==> run_1/ff_map.png <==
Other sequential cells in the stronger gray, the rest of the logic in the fainter gray.
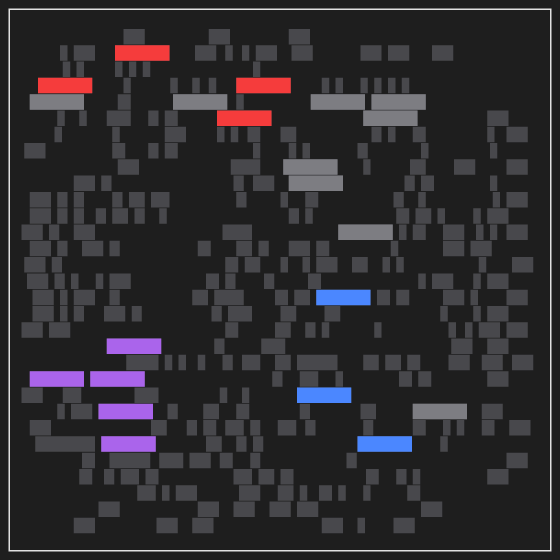
==> run_1/sizing.png <==
Scale bar: 20 um.
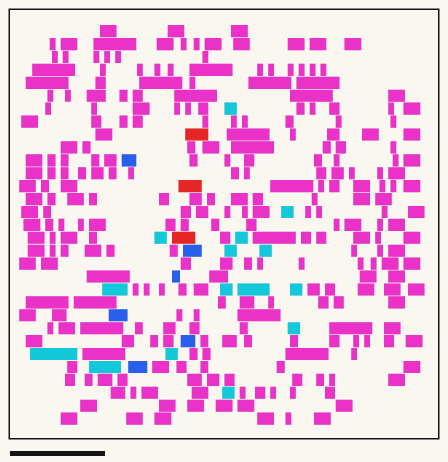
==> run_1/clock_wires.png <==
Scale bar: 20 um.
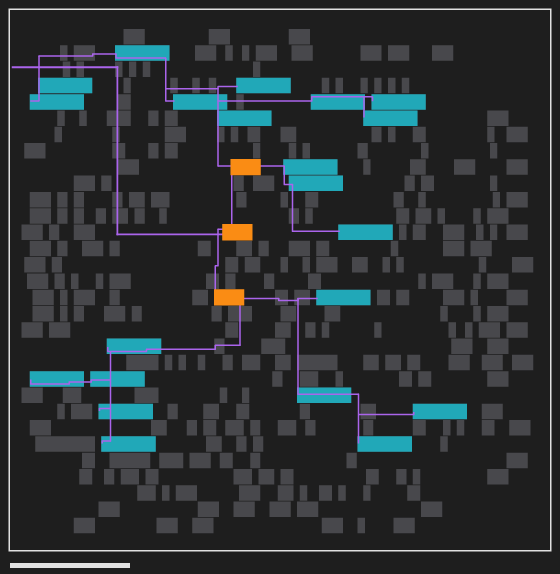
==> run_1/clock_nets.png <==
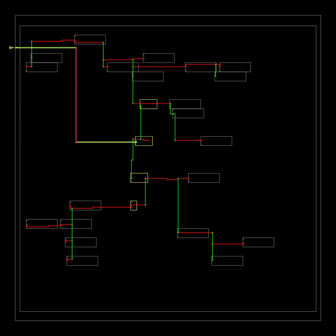
===== src/rtl/cpu_ctrl_pkg.sv =====
// Shared types and constants for the hard-wired ALU instruction sequencer:
// state encoding, opcode values, ALU function codes and IR field positions.
package cpu_ctrl_pkg;

  typedef enum logic [2:0] {
    ST_IDLE,
    ST_T0,
    ST_T1,
    ST_T2,
    ST_T3,
    ST_T4,
    ST_T5,
    ST_HALT
  } state_e;

  localparam logic [4:0] OP_ADD  = 5'b00011;
  localparam logic [4:0] OP_SUB  = 5'b00100;
  localparam logic [4:0] OP_AND  = 5'b00101;
  localparam logic [4:0] OP_OR   = 5'b00110;
  localparam logic [4:0] OP_SHR  = 5'b00111;
  localparam logic [4:0] OP_SHL  = 5'b01000;
  localparam logic [4:0] OP_ROR  = 5'b01001;
  localparam logic [4:0] OP_ROL  = 5'b01010;
  localparam logic [4:0] OP_NOP  = 5'b11010;
  localparam logic [4:0] OP_HALT = 5'b11011;

  localparam logic [3:0] ALU_OP_PASS = 4'd0;
  localparam logic [3:0] ALU_OP_ADD  = 4'd1;
  localparam logic [3:0] ALU_OP_SUB  = 4'd2;
  localparam logic [3:0] ALU_OP_AND  = 4'd3;
  localparam logic [3:0] ALU_OP_OR   = 4'd4;
  localparam logic [3:0] ALU_OP_SHR  = 4'd5;
  localparam logic [3:0] ALU_OP_SHL  = 4'd6;
  localparam logic [3:0] ALU_OP_ROR  = 4'd7;
  localparam logic [3:0] ALU_OP_ROL  = 4'd8;

  localparam int OPC_MSB = 31;
  localparam int OPC_LSB = 27;
  localparam int RA_MSB  = 26;
  localparam int RA_LSB  = 23;
  localparam int RB_MSB  = 22;
  localparam int RB_LSB  = 19;
  localparam int RC_MSB  = 18;
  localparam int RC_LSB  = 15;
  localparam int REG_IDX_W = 4;

  // Maps an instruction opcode to the datapath ALU function; PASS for non-ALU opcodes.
  function automatic logic [3:0] alu_op_of(input logic [4:0] opcode);
    case (opcode)
      OP_ADD:  return ALU_OP_ADD;
      OP_SUB:  return ALU_OP_SUB;
      OP_AND:  return ALU_OP_AND;
      OP_OR:   return ALU_OP_OR;
      OP_SHR:  return ALU_OP_SHR;
      OP_SHL:  return ALU_OP_SHL;
      OP_ROR:  return ALU_OP_ROR;
      OP_ROL:  return ALU_OP_ROL;
      default: return ALU_OP_PASS;
    endcase
  endfunction

  function automatic logic is_alu_op(input logic [4:0] opcode);
    return alu_op_of(opcode) != ALU_OP_PASS;
  endfunction

endpackage


===== src/rtl/reg_onehot_dec.sv =====
// Register index to one-hot select decoder with enable; indices at or above
// NUM_REGS decode to all zeros.
module reg_onehot_dec #(
  parameter int NUM_REGS = 16,
  parameter int IDX_W    = 4
) (
  input  logic                i_en,
  input  logic [IDX_W-1:0]    i_idx,
  output logic [NUM_REGS-1:0] o_onehot
);

  always_comb begin
    // NOTE: every always_comb output gets a default first so no path leaves it unassigned (no latch).
    o_onehot = '0;
    for (int i = 0; i < NUM_REGS; i++) begin
      if (i_en && (i_idx == IDX_W'(i))) o_onehot[i] = 1'b1;
    end
  end

endmodule


===== src/rtl/alu_instr_sequencer.sv =====
// Hard-wired T0-T5 control sequencer for register-register ALU instructions:
// fetch via PC/MAR/MDR with memory wait, decode IR, drive datapath strobes.
module alu_instr_sequencer
  import cpu_ctrl_pkg::*;
#(
  parameter int DATA_W   = 32,
  parameter int NUM_REGS = 16,
  parameter int ALU_OP_W = 4
) (
  input  logic                Clock,
  input  logic                Reset_n,
  input  logic                Run,
  input  logic                Mem_ready,
  input  logic [DATA_W-1:0]   Ir_q,
  output logic                PCout,
  output logic                MARin,
  output logic                IncPC,
  output logic                PCin,
  output logic                Read,
  output logic                MDRin,
  output logic                MDRout,
  output logic                IRin,
  output logic                Yin,
  output logic                Zin,
  output logic                Zlowout,
  output logic [NUM_REGS-1:0] R_out,
  output logic [NUM_REGS-1:0] R_in,
  output logic [ALU_OP_W-1:0] Alu_op,
  output logic                Halted,
  output logic                Illegal,
  output logic                Instr_done
);

  state_e                 r_state;
  state_e                 w_state_next;
  logic                   r_first_t1;
  logic [4:0]             r_opcode;
  logic [REG_IDX_W-1:0]   r_ra;
  logic [REG_IDX_W-1:0]   r_rb;
  logic [REG_IDX_W-1:0]   r_rc;

  logic [4:0]             w_opcode;
  logic [REG_IDX_W-1:0]   w_ra;
  logic [REG_IDX_W-1:0]   w_rb;
  logic [REG_IDX_W-1:0]   w_rc;
  logic                   w_regs_ok;
  logic                   w_is_alu;
  logic                   w_is_nop;
  logic                   w_is_halt;
  logic                   w_rout_en;
  logic                   w_rin_en;
  logic [REG_IDX_W-1:0]   w_rout_idx;
  logic                   w_unused_ir_bits;

  assign w_unused_ir_bits = &{1'b0, Ir_q[RC_LSB-1:0]};

  // IR is written by the datapath on the T2 edge, so T3 decodes Ir_q directly
  // and the latched copy serves T4/T5.
  assign w_opcode = (r_state == ST_T3) ? Ir_q[OPC_MSB:OPC_LSB] : r_opcode;
  assign w_ra     = (r_state == ST_T3) ? Ir_q[RA_MSB:RA_LSB]   : r_ra;
  assign w_rb     = (r_state == ST_T3) ? Ir_q[RB_MSB:RB_LSB]   : r_rb;
  assign w_rc     = (r_state == ST_T3) ? Ir_q[RC_MSB:RC_LSB]   : r_rc;

  assign w_regs_ok = ({1'b0, w_ra} < 5'(NUM_REGS)) && ({1'b0, w_rb} < 5'(NUM_REGS)) &&
                     ({1'b0, w_rc} < 5'(NUM_REGS));
  assign w_is_alu  = is_alu_op(w_opcode) && w_regs_ok;
  assign w_is_nop  = (w_opcode == OP_NOP)  && w_regs_ok;
  assign w_is_halt = (w_opcode == OP_HALT) && w_regs_ok;

  always_ff @(posedge Clock or negedge Reset_n) begin
    if (!Reset_n) begin
      r_state    <= ST_IDLE;
      r_first_t1 <= 1'b0;
      r_opcode   <= '0;
      r_ra       <= '0;
      r_rb       <= '0;
      r_rc       <= '0;
    end else begin
      // NOTE: sequential state uses non-blocking assignments so every register samples pre-edge values.
      r_state    <= w_state_next;
      r_first_t1 <= (r_state == ST_T0);
      if (r_state == ST_T3) begin
        r_opcode <= w_opcode;
        r_ra     <= w_ra;
        r_rb     <= w_rb;
        r_rc     <= w_rc;
      end
    end
  end

  always_comb begin
    w_state_next = r_state;
    case (r_state)
      ST_IDLE: if (Run) w_state_next = ST_T0;
      ST_T0:   w_state_next = ST_T1;
      ST_T1:   if (Mem_ready) w_state_next = ST_T2;
      ST_T2:   w_state_next = ST_T3;
      ST_T3: begin
        if (w_is_alu)       w_state_next = ST_T4;
        else if (w_is_halt) w_state_next = ST_HALT;
        else                w_state_next = Run ? ST_T0 : ST_IDLE;
      end
      ST_T4:   w_state_next = ST_T5;
      ST_T5:   w_state_next = Run ? ST_T0 : ST_IDLE;
      ST_HALT: w_state_next = ST_HALT;
      default: w_state_next = ST_IDLE;
    endcase
  end

  always_comb begin
    PCout      = 1'b0;
    MARin      = 1'b0;
    IncPC      = 1'b0;
    PCin       = 1'b0;
    Read       = 1'b0;
    MDRin      = 1'b0;
    MDRout     = 1'b0;
    IRin       = 1'b0;
    Yin        = 1'b0;
    Zin        = 1'b0;
    Zlowout    = 1'b0;
    Alu_op     = '0;
    Halted     = 1'b0;
    Illegal    = 1'b0;
    Instr_done = 1'b0;
    w_rout_en  = 1'b0;
    w_rout_idx = w_rb;
    w_rin_en   = 1'b0;
    case (r_state)
      ST_T0: begin
        PCout = 1'b1;
        MARin = 1'b1;
        IncPC = 1'b1;
        Zin   = 1'b1;
      end
      ST_T1: begin
        Read    = 1'b1;
        MDRin   = 1'b1;
        PCin    = r_first_t1;
        Zlowout = r_first_t1;
      end
      ST_T2: begin
        MDRout = 1'b1;
        IRin   = 1'b1;
      end
      ST_T3: begin
        if (w_is_alu) begin
          w_rout_en = 1'b1;
          Yin       = 1'b1;
        end else if (w_is_nop || w_is_halt) begin
          Instr_done = 1'b1;
        end else begin
          Illegal = 1'b1;
        end
      end
      ST_T4: begin
        w_rout_en  = 1'b1;
        w_rout_idx = w_rc;
        Zin        = 1'b1;
        Alu_op     = ALU_OP_W'(alu_op_of(w_opcode));
      end
      ST_T5: begin
        Zlowout    = 1'b1;
        w_rin_en   = 1'b1;
        Instr_done = 1'b1;
      end
      ST_HALT: Halted = 1'b1;
      default: ;
    endcase
  end

  reg_onehot_dec #(.NUM_REGS(NUM_REGS), .IDX_W(REG_IDX_W)) u_rout_dec (
    .i_en     (w_rout_en),
    .i_idx    (w_rout_idx),
    .o_onehot (R_out)
  );

  reg_onehot_dec #(.NUM_REGS(NUM_REGS), .IDX_W(REG_IDX_W)) u_rin_dec (
    .i_en     (w_rin_en),
    .i_idx    (w_ra),
    .o_onehot (R_in)
  );

endmodule


===== config.mk =====
export PLATFORM = sky130hd
export DESIGN_NAME = alu_instr_sequencer
export DESIGN_NICKNAME = d
export VERILOG_FILES = /design/src/rtl/cpu_ctrl_pkg.sv /design/src/rtl/reg_onehot_dec.sv /design/src/rtl/alu_instr_sequencer.sv
export SDC_FILE = /design/constraint.sdc
export NUM_CORES = 1
export LEC_CHECK = 0
export CAP_MARGIN = 5
export CELL_PAD_IN_SITES_DETAIL_PLACEMENT = 1
export CELL_PAD_IN_SITES_GLOBAL_PLACEMENT = 2
export CORE_UTILIZATION = 22
export CTS_CLUSTER_SIZE = 30
export DETAILED_ROUTE_END_ITERATION = 6
export HOLD_SLACK_MARGIN = 0.1
export PLACE_DENSITY_LB_ADDON = 0.12
export SYNTH_ARGS = -nofsm -noshare
export SYNTH_HDL_FRONTEND = slang
export SYNTH_SLANG_ARGS = --single-unit

===== constraint.sdc =====
create_clock -name Clock -period 3.45 [get_ports Clock]
set_input_delay 0.345 -clock Clock [delete_from_list [all_inputs] [get_ports Clock]]
set_output_delay 0.345 -clock Clock [all_outputs]
set_load 0.01 [all_outputs]

==> impl_metrics.yaml, run 1 <==
# generated from flow reports
run_status:
  status: "finished clean"
setup_path:
  end_kind: "output port"
  critPathBufInv: 3
  cp-start-kind: "register"
  cp_slowest_cell: "clkdlybuf4s50_1"
  r2r_start: "r_state[0]$_DFFE_PN0P_"
  regToRegSetupSlack_ns: 1.68
  path_delay_family: "buffers and inverters"
  worstPathMaxFanout: 15
  crit_start: "r_state[0]$_DFFE_PN0P_"
  cp_num_cells: 6
  required_ns: 3.11
  r2r_cells: 4
  path_class: "reg2out"
  crit_arrival_ns: 2.76
  worstPathCellList: "nor3b_4 > buf_4 > mux2i_1 > inv_1 > nor4b_1 > clkdlybuf4s50_1"
  r2r_end: "r_opcode[0]$_DFFE_PN0P_"
  slowest_delay_ns: 0.59
clocking:
  clock-sinks: 21
  clk_pin_slew_ns: 0.08
  cts_hold_buf: 0
  postCtsSetupBuffers: 0
  clkLatencyLatePin_ns: 0.26
  tritoncts: "yes"
  cts-resized-gates: 0
  clock-root-buffer: "clkbuf_8"
  max-clock-path-buffers: 2
  htree_levels: 1
placement:
  placed_area_um2: 2511
  dp_slack_ns: 0.4776
  gp_congestion: 0.6941
  port_buffers: 70
  place_inst: 392
  dp_hpwl_mm: 4.256
route:
  drt_iter0_drc: 58
  drt_wl_total_mm: 5.456
  drc: 0
  ant_nets: 0
  vias_per_cell: 4.559
  vias: 1819
  wl_per_cell_um: 13.67
  dr.pass1.iters: 4
yosys:
  ys.flops: 21
  synth_seq_share_pct: 30.75
  syn_inst: 231
  largest_area_cell: "dfrtp_1"
  fp_nets: 267
  ff_type: "dfrtp_1"
  ys_cells: 231
  netlist_top_cells_count: "nand2_1 (41), nor2_1 (32), dfrtp_1 (21)"
  ys_chip_area_um2: 1709
  syn_area_um2: 1709
  ys_warn_count: 0
  most_common_cell: "nand2_1"
  top_cells_by_area: "dfrtp_1 (31%), nand2_1 (9.0%), nor2_1 (7.0%), nor3_1 (5.9%), nand2b_1 (5.1%)"
  top_cell_area_share_pct: 30.75
  synth_cell_types: 42
  synth-edff-count: 0
  synthArstFlopShare_pct: 100.0
  syn_avg_cell_area_um2: 7.399
floorplan:
  fp_util_pct: 23.19
  die_w_um: 90.14
  dieArea_um2: 8125
  die_y_um: 90.14
  core_um2: 7370
  io_pins: 86
  rows: 31
sta:
  fin_tns_setup_ns: 0
  rsz0062_at_grt: "no"
  worst_slack_ns: 0.3471
  hold_violations: 0
  fmax_ghz: 0.3223
  finalClockPeriodUsage_pct: 89.94
  slew_headroom_pct: 32.02
  setup_viol: 0
  hold_ws_ns: 0.5321
  finalCriticalPeriod_ns: 3.103
  slew_violations: 0
  worstMarginPinSlew_ns: 1.017
run:
  drv_cap: 0
  warning_count: 41
finish:
  fill_cells: 920
  num_antenna_cells: 0
  drive_gt1_share_pct: 8.000
  logic_area_um2: 1075
  area_growth_pct: 50.95
  fin_nets: 337
  instances_no_fill: 399
  finalInstanceArea_um2: 2580
  ff_latch_area_um2: 525.5
  final_util_pct: 35.01
power_and_ir_drop:
  seq_power_share_pct: 32.0
  p_leak_nw: 1.017
  p_sw_share_pct: 45.58
  p_clk_share_pct: 10.0
  pwr_density_cell_nw_per_um2: 644.0
  p_comb_share_pct: 58.0
  vdd_ir_drop_max_uv: 257.2
  cell_internal_pwr_uw: 904.3
  p_total_mw: 1.662
  switching_power_uw: 757.3
global_route:
  grt_pass1_wl_mm: 8.970
  grt_pass1_vias: 1765
  grt_max_degree: 24
  grt_usage_pct: 13.41
  antenna_found_initial: 0
  grt.overflow.total: 0
min_path:
  hold_path.class: "reg2reg"
  hold_path_end: "r_rb[2]$_DFFE_PN0P_"
  worstHoldStart: "r_rb[2]$_DFFE_PN0P_"
  hold_depth: 2
About ff_map.png:
Key: purple = `r_opcode` [flops 5]; blue = `r_state` [flops 3]; red = `r_rc` [flops 4]
Another 9 sequential cells are not colored.

About sizing.png:
Key: red = x6 and larger [cells 3, most used clkbuf_8]; blue = x2 [cells 6, most used mux2_2]; cyan = x3 and x4 [cells 15, most used buf_4]; magenta = x1 and smaller [cells 276, most used clkdlybuf4s50_1]

About clock_wires.png:
Key: orange = clock-net drivers [count 3]; cyan = flip-flops [count 21]; purple = clock wires [length 339 um]
Position of the flops: all over the die.

About clock_nets.png:
cts bufs inserted: 3
Clk. pwr: 166 uW
Setup Skew: 0.001430 ns

[run 1: power by group through the flow]
stage	logic, mW	registers [mW]	clock network, mW
global placement	0.961	0.537	0
detailed placement	0.972	0.538	0
CTS	0.976	0.534	0.174
global route	1.08	0.558	0.185
finish	0.964	0.532	0.166
floorplan	0.679	0.480	0
[run 1: state kept, by name, summed over array words and instances, names as in the netlist]
register / flops
r_first_t1: 1
r_ra: 4
r_state: 3
r_opcode: 5
r_rc: 4
r_rb: 4
[run 1: routing by layer]
layer	global-route usage (%)	routed length, um
met2	21.12	2372
met5	0	0
met3	2.876	295
met1	18.73	2760
met4	2.823	27
[run 1: cells by family after synthesis]
group / count (synthesis) / synth area share (%)
XOR/XNOR: 2 / 1.025
AND-OR/OR-AND: 37 / 15.15
AND/OR/NAND/NOR: 137 / 39.75
flip-flops: 21 / 30.75
multiplexers: 11 / 6.954
buffers and inverters: 23 / 6.369
[run 1: cell usage in the layout (no fill, tap or decap), types with 2 or more instances in the layout]
cell             netlist  final
nand3b_1               3      3
mux2_2                 2      2
nand2_1               41     41
xnor2_1                2      2
o21ai_1                2      2
clkbuf_8               0      3
and3_1                 4      4
clkdlybuf4s50_1        0     70
inv_1                  7      7
buf_4                  4     11
nor3b_1                6      6
and2_1                 3      3
a21oi_1               10     10
o21ai_0                9      9
nor3_1                20     20
nand2b_1              14     14
nand3_1                3      3
dfrtp_1               21     21
a31oi_1                6      6
nor2b_1                3      3
mux2i_1                7      7
nor2_1                32     32
[run 1: worst max path at each step]
stage / end / slack, ns
finish: Alu_op[3] / 0.35
detailed placement: R_out[10] / 0.48
global route: Alu_op[3] / 0.18
global placement: R_out[11] / 0.42
floorplan: Alu_op[0] / 1.30
CTS: R_out[14] / 0.16
[run 1: tightest hold or removal path, delay by kind of cell, from the launching register on]
family | cells | cell delay [ns]
and+or+nand+nor | 2 | 0.11
DFF | 1 | 0.39
[run 1: area by class of cell]
| class | instances | area share [%] |
|---|---|---|
| multi-input combinational | 187 | 41.66 |
| timing repair buffer | 81 | 30.36 |
| sequential | 21 | 20.37 |
| tap | 99 | 4.801 |
| clock buffer | 3 | 1.600 |
| inverter | 7 | 1.018 |
| clock inverter | 1 | 0.1940 |
## Run 2: what changed since run 1
--- a/config.mk
+++ b/config.mk
@@ -12,6 +12,7 @@
 export CTS_CLUSTER_SIZE = 30
 export DETAILED_ROUTE_END_ITERATION = 6
 export HOLD_SLACK_MARGIN = 0.1
+export MAX_ROUTING_LAYER = met4
 export PLACE_DENSITY_LB_ADDON = 0.12
 export SYNTH_ARGS = -nofsm -noshare
 export SYNTH_HDL_FRONTEND = slang
==> run_2/clock_wires.png <==
Scale bar: 20 um.
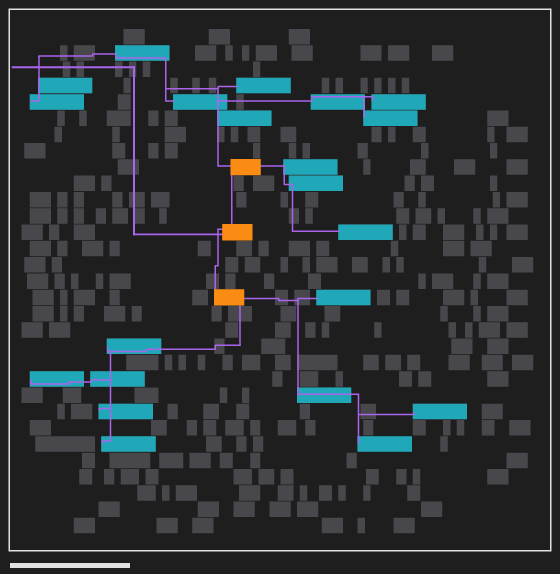
Key: purple = clock wires [length 339 um]; orange = clock-net drivers [count 3]; cyan = flip-flops [count 21]
There are 4 routed clock nets. Position of the flops: all over the die.

==> run 2 against run 1 <==
  * Synthesized cell count unchanged
  * Register-to-register slack about the same
  * Synthesized area unchanged
  * Die size unchanged
  * Critical path type unchanged
  * Critical endpoint unchanged
==> impl_metrics.yaml, run 2 <==
# generated from flow reports
run_status:
  status: "finished clean"
finish:
  logic_area_um2: 1075
  drive_gt1_share_pct: 8.000
  regMostFlops: "r_opcode"
  ff_latch_area_um2: 525.5
  fin_nets: 337
  layout_top_cell: "clkdlybuf4s50_1"
  largest_reg_flops: 5
  lay_top_cells: "clkdlybuf4s50_1 (70), nand2_1 (41), nor2_1 (32)"
  num_antenna_cells: 0
  area_growth_pct: 50.95
  fill_cells: 920
sta:
  hold_ws_ns: 0.5321
  finalClockPeriodUsage_pct: 90.32
  worstMarginPinSlew_ns: 1.017
  clock_skew_ns: 0.001431
  rsz0062_at_grt: "no"
  worst_slack_ns: 0.3339
  slew_headroom_pct: 32.02
  setup_viol: 0
  fin_tns_setup_ns: 0
  hold_violations: 0
  slew_violations: 0
  fmax_ghz: 0.3209
floorplan:
  rows: 31
  die_y_um: 90.14
  io_pins: 86
  dieArea_um2: 8125
  die_w_um: 90.14
  core_um2: 7370
placement:
  dp_slack_ns: 0.4776
  gp_congestion: 0.7015
  dp_hpwl_mm: 4.256
  port_buffers: 70
setup_path:
  end_kind: "output port"
  path_class: "reg2out"
  r2r_start: "r_state[0]$_DFFE_PN0P_"
  cp-start-kind: "register"
  r2r_end: "r_opcode[0]$_DFFE_PN0P_"
  regToRegSetupSlack_ns: 1.67
  r2r_cells: 4
  required_ns: 3.11
  crit_arrival_ns: 2.77
route:
  vias_per_cell: 4.556
  vias: 1818
  drt_iter0_drc: 56
  drc: 0
  drt_wl_total_mm: 5.469
yosys:
  ys.flops: 21
  top_cell_area_share_pct: 30.75
  largest_area_cell: "dfrtp_1"
  syn_avg_cell_area_um2: 7.399
  syn_area_um2: 1709
  ys_cells: 231
  most_common_cell: "nand2_1"
  top_cells_by_area: "dfrtp_1 (31%), nand2_1 (9.0%), nor2_1 (7.0%), nor3_1 (5.9%), nand2b_1 (5.1%)"
  fp_nets: 267
  synth_seq_share_pct: 30.75
  ff_type: "dfrtp_1"
  netlist_top_cells_count: "nand2_1 (41), nor2_1 (32), dfrtp_1 (21)"
  ys_chip_area_um2: 1709
  synth-edff-count: 0
  ys_warn_count: 0
  synth_cell_types: 42
  syn_inst: 231
clocking:
  clk_pin_slew_ns: 0.08
  clkLatencyLatePin_ns: 0.26
  htree_levels: 1
  clock-root-buffer: "clkbuf_8"
  max-clock-path-buffers: 2
  clock-sinks: 21
  tritoncts: "yes"
  cts-resized-gates: 0
  cts_made_buffers: 3
  cts_hold_buf: 0
power_and_ir_drop:
  p_leak_nw: 1.017
  pwr_density_cell_nw_per_um2: 644.5
  vdd_ir_drop_max_uv: 257.2
run:
  warning_count: 41
  drv_cap: 0
min_path:
  worstHoldStart: "r_rb[2]$_DFFE_PN0P_"
  hold_path.class: "reg2reg"
  hold_path_end: "r_rb[2]$_DFFE_PN0P_"
  hold_depth: 2
global_route:
  grt_max_degree: 24
  grt_pass1_vias: 1765
  grt_pass1_wl_mm: 8.970
  grt_usage_pct: 13.79
  antenna_found_initial: 0
run 2: cells by family after synthesis:
family                    synth area share [%]
buffers and inverters                    6.369
muxes                                    6.954
DFF                                      30.75
and+or+nand+nor                          39.75
xor gates and xnor gates                 1.025
AOI/OAI and AO/OA                        15.15
run 2: final cells by class:
type,count,area share (%)
inverters,7,1.018
repair buffers,81,30.36
flip-flops and latches,21,20.37
multi-input cells,187,41.66
well taps,99,4.801
clock buffers,3,1.600
clock inverters,1,0.1940
run 2: how the worst max path moves through the flow:
stage | end | slack (ns) | startpoint
final | Alu_op[3] | 0.33 | r_state[0]$_DFFE_PN0P_
after global routing | Alu_op[3] | 0.18 | r_state[2]$_DFFE_PN0P_
after CTS | R_out[14] | 0.16 | r_state[0]$_DFFE_PN0P_
after detailed placement | R_out[10] | 0.48 | Ir_q[28]
after global placement | R_out[11] | 0.42 | Ir_q[28]
after floorplan | Alu_op[0] | 1.30 | r_state[1]$_DFFE_PN0P_
run 2: timing repair:
item	4_1_cts	5_1_grt
hold endpoints to repair	0	0
endpoints found under the setup margin	0	7
buffers inserted	0	3
run 2: where the power goes:
group / switching, mW / internal, mW
logic: 0.509 / 0.456
registers: 0.164 / 0.368
clock network: 0.0854 / 0.0805
total: 0.759 / 0.904
run 2: critical path: stages (launching register included):
cell and delay (ns):
dfrtp_1 0.50, nor3b_4 0.41, buf_4 0.30, mux2i_1 0.34, inv_1 0.10, nor4b_1 0.26
clkdlybuf4s50_1 0.59
run 2: metrics by stage:
step / instance area [um2] / instances / util, %
4_1_cts: 2557 / 396 / 34.70
5_1_grt: 2580 / 399 / 35.01
2_1_floorplan: 1709 / 231 / -
3_3_place_gp: 2511 / 392 / 34.07
3_5_place_dp: 2511 / 392 / 34.07
6_report: 2580 / 399 / 35.01
run 2: per-layer routing:
| metal | vias up | share of wire (%) | wire [um] | global-route usage, % |
|---|---|---|---|---|
| met2 | 48 | 43 | 2369 | 21.12 |
| met1 | 837 | 52 | 2861 | 19.24 |
| li1 | 931 | - | - | - |
| met5 | - | 0 | 0 | - |
| met3 | 2 | 3.8 | 210 | 2.030 |
| met4 | 0 | 0.49 | 27 | 2.823 |
Power and IR drop assume default switching activity.
